### Wire density map

The bar under the picture is 20 um long. 15 x 15 tiles, from dark blue (low) to red (high), scaled to the fullest tile. Values are wire area over tile area, all layers added.
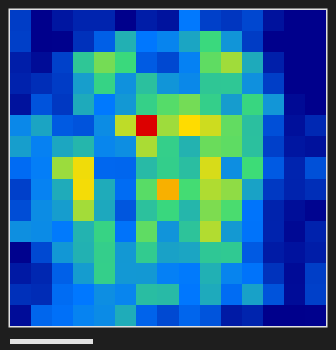
### M3 wires

The bar under the picture is 20 um long.
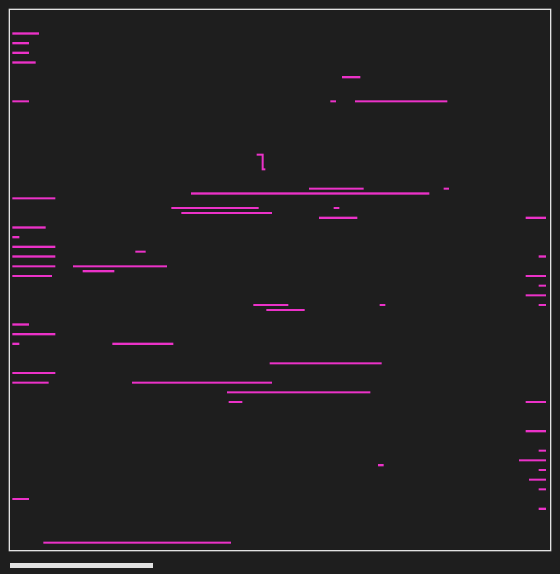
### The metal 1 layer

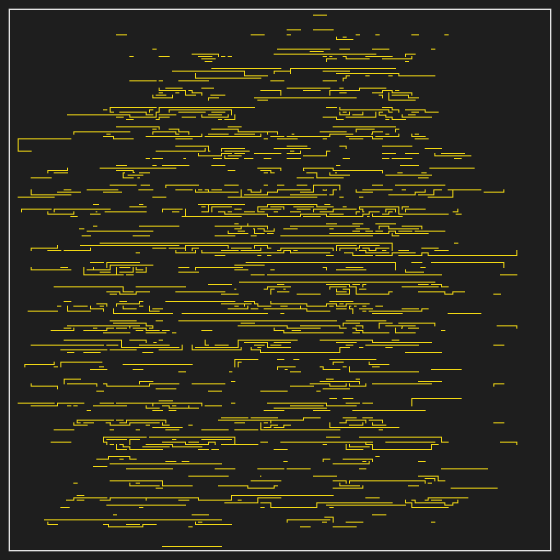
### Clock routing

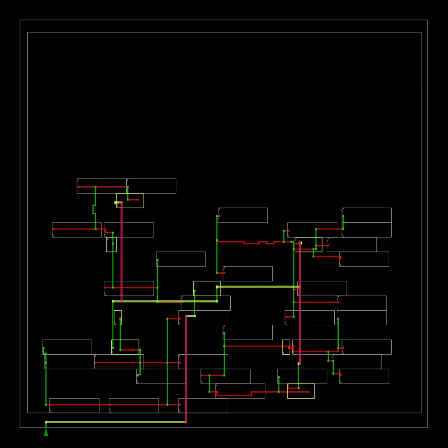
Design conv_loop_controller_flat, sky130hd; sources not shown.
==> notes.md <==
Quick summary of the implementation run below.

The flow ran to the end, and the final reports show no timing, DRC or antenna violations. The category of the critical setup timing path is register to output pin. The final total power came out at 0.000852 W. The cell family contributing the most delay on the critical path is AND-OR/OR-AND gates. Counting the clock-network buffers in the layout gives 7. The area fraction of clock buffers and clock inverters is 2.43%.

The number of buffers inserted by post-CTS setup repair is 0. The most heavily used metal layer in global routing is met2. The total inserted antenna cells came out at 0. The required arrival time at the worst endpoint is 5.72 ns.

The last weighted congestion value of the routability-driven placer came out at 0.846. The flop-to-flop setup slack came out at 4.59 ns. The clock tree root buffer cell is clkbuf_8. The final sum of negative setup slack came out at 0 ns.

The top-area cell type share of the netlist area is 29.9%. By instance count after routing, the leading logic cell type is clkdlybuf4s50_1. The largest share of the power goes to combinational cells. The layout multi-input combinational cell count is 268. The global-route wire length before repair came out at 9720 um. The cell count in the Yosys report came out at 349. Of all flip-flops after synthesis, the portion carrying an async set or reset was 100%.

The via count of the first global-routing pass is 2070. The global routing usage on met2 came out at 36.0%. The main area contributors are dfrtp_1 30%, ha_1 12%, buf_4 8.2%, nor2_1 4.6%, inv_1 3.8%. In the final routing, the length of wire on met1 measures 2680 um. A synthesized cell averages 8.41 sq um.

The largest fanout of any net on the critical path came out at 26. The vertical die dimension is 75.7 um. Across all checked pins, the minimum headroom to the slew limit is 45.1%. The power in the clock group came out at 0.000132 W. The initial antenna violation count is 0.

The total power per unit cell area is 255 nW/um^2. Entering global routing, the biggest net connects 27 pins. The count of standard-cell rows is 26. Per the final layout report, the fraction of cells sized above drive strength 1 comes to 5.18%. The sequential cell area fraction in the yosys report is 29.9%. The cell type that accounts for the most area after synthesis is dfrtp_1. Summed over all nets, wire length on met2 after detailed routing comes to 2840 um.

Once synthesis finished, the tally of register bits stood at 35. Looking at the gate-level netlist, the highest instance count belongs to nor2_1. Per the post-run analysis, buffers plus inverters along the critical path come to 3. Non-clock inverters in the final layout number 32.

At the floorplan stage, the core utilization is reported as 56.7%. STA classifies the critical path endpoint as an output pin. The via-per-instance ratio is 5.29. The final timing report lists a hold violation count of 0.

The horizontal die size came out at 75.7 um. The combinational gate power is 0.000481 W. Per the area breakdown, the dominant cell category is logic gates. The number of non-clock buffers in the layout came out at 43.

The core outline area came out at 5170 sq um. TritonCTS built the clock tree. Derived from the worst setup path, the maximum achievable clock frequency is 147 MHz.

The count of pins over their slew limit is 0. Relative to the synthesized area, the layout overhead comes to 13.9%. The count of flip-flops with a built-in enable after synthesis came out at 0. The worst setup path is launched from a register. The type recorded for the worst min-delay path is register to register. The number of endpoints failing setup at the final stage came out at 0. The total congestion overflow after global routing came out at 0. The share of total power in combinational logic is 56.5%.

In this run the number of H-tree levels came out at 2. Detailed placement finished with a half-perimeter wire length of 4430 um. The port buffer count is 42. The flow reports that the clock network draws 15.5% of the design power.

The clock transition at the registers of the reported paths came out at 0.07 ns. Sequential cells account for 28.0% of the total power. The number of top-level design ports came out at 75.

The layout has 438 filler cells. The gate count of the mapped netlist came out at 349. Data on the critical path arrives at its endpoint at 5.12 ns. The number of warnings in the stage logs came out at 28. The maximum count of clock buffers along a single path is 2. The combined flip-flop and latch cell area came out at 876 sq um. The tool flagged a number of max-cap violations equal to 0. The internal power summed over all cells came out at 0.000515 W. The path length in cells of the critical path came out at 19. The slew at the pin closest to its max-slew limit is 0.824 ns. The final-layout non-clock buffer area share is 13.0%. The design has 35 sequential cells.

The share of the final layout cell area in multi-input gates is 51.9%. The post-route antenna net violation count came out at 0. The library cells used most frequently in the layout, excluding fill and tap cells, are 41 x clkdlybuf4s50_1, 36 x nor2_1, 35 x dfrtp_1. The worst vdd rail ir drop came out at 0.178 mV. The period utilization is 91.8%. The residual DRC count is 0. The tap cell count is 70. The cell type of the slowest stage on the worst timing path is dfrtp_1.

The worst stage delay on the critical path is 0.84 ns. The length of routed met3 wiring came out at 297 um. The insertion delay at the late pin of the worst-skew pair is 0.29 ns. The detailed router used layers up to and including met4. The area figure in the yosys stat output came out at 2930 sq um. The switching power as a share of total power came out at 39.5%. The report gives the cell count of the worst hold path as 0. The cell area after technology mapping is 2930 sq um.

The most frequently used flop master after synthesis is dfrtp_1. The number of synthesis warnings is 0. Per the layout area report, the sequential fraction of cell area is 26.2%. The violation tally recorded at the end of detailed-routing iteration 0 is 187. The number of search-and-repair iterations in the first detailed-routing pass came out at 4. The net switching power of the design came out at 0.000337 W.
-- 'Wire density map' (at the start) --
- emptiest ninth of the die: bottom right
- densest ninth of the die: middle
- mean over tiles: 0.16
- tiles over half the peak: 13%
vias post-DR: 2411
Global Route Usage Sum: 22.5%
detail-routed net length per standard cell: 12.9 um

-- 'M3 wires' (at the start) --
- share of all routed wire: 5.0%
- wire length on this layer: 297 um
- longest straight run: 33.1 um
- nets with wire on the layer: 49
- main direction: horizontal
GRT met3 Usage: 3.70%
final wirelength: 5910 um

-- 'The metal 1 layer' (at the start) --
- nets with wire on the layer: 356
- share of all routed wire: 45%
- wire length on this layer: 2680 um
met1 GRT Util: 31.3%

-- 'Clock routing' (at the start) --
TritonCTS buffer count: 5
count of clock tree sinks: 35

## kinds of logic after synthesis
| family | after synthesis | share of synthesized area (%) |
|---|---|---|
| buffers and inverters | 77 | 14.9 |
| and+or+nand+nor | 134 | 24.6 |
| adders and majority gates | 29 | 12.9 |
| AOI/OAI and AO/OA | 64 | 14.5 |
| DFF | 35 | 29.9 |
| other | 1 | 0.128 |
| xor gates and xnor gates | 1 | 0.299 |
| muxes | 8 | 2.73 |
## through the flow
stage          cell area, sq um  utilization, %  hold slack, ns  cells  setup slack [ns]
6_report                   3340            64.6           0.233    456             0.605
5_1_grt                    3340            64.6           0.246    456             0.179
4_1_cts                    3340            64.6           0.235    456             0.627
3_5_place_dp               3260            63.1           0.222    448             0.976
3_3_place_gp               3250            62.8           0.209    447              1.12
2_1_floorplan              2740               -           0.190    335              1.96
No activity file was given, so power comes from the tool's default toggle rates.
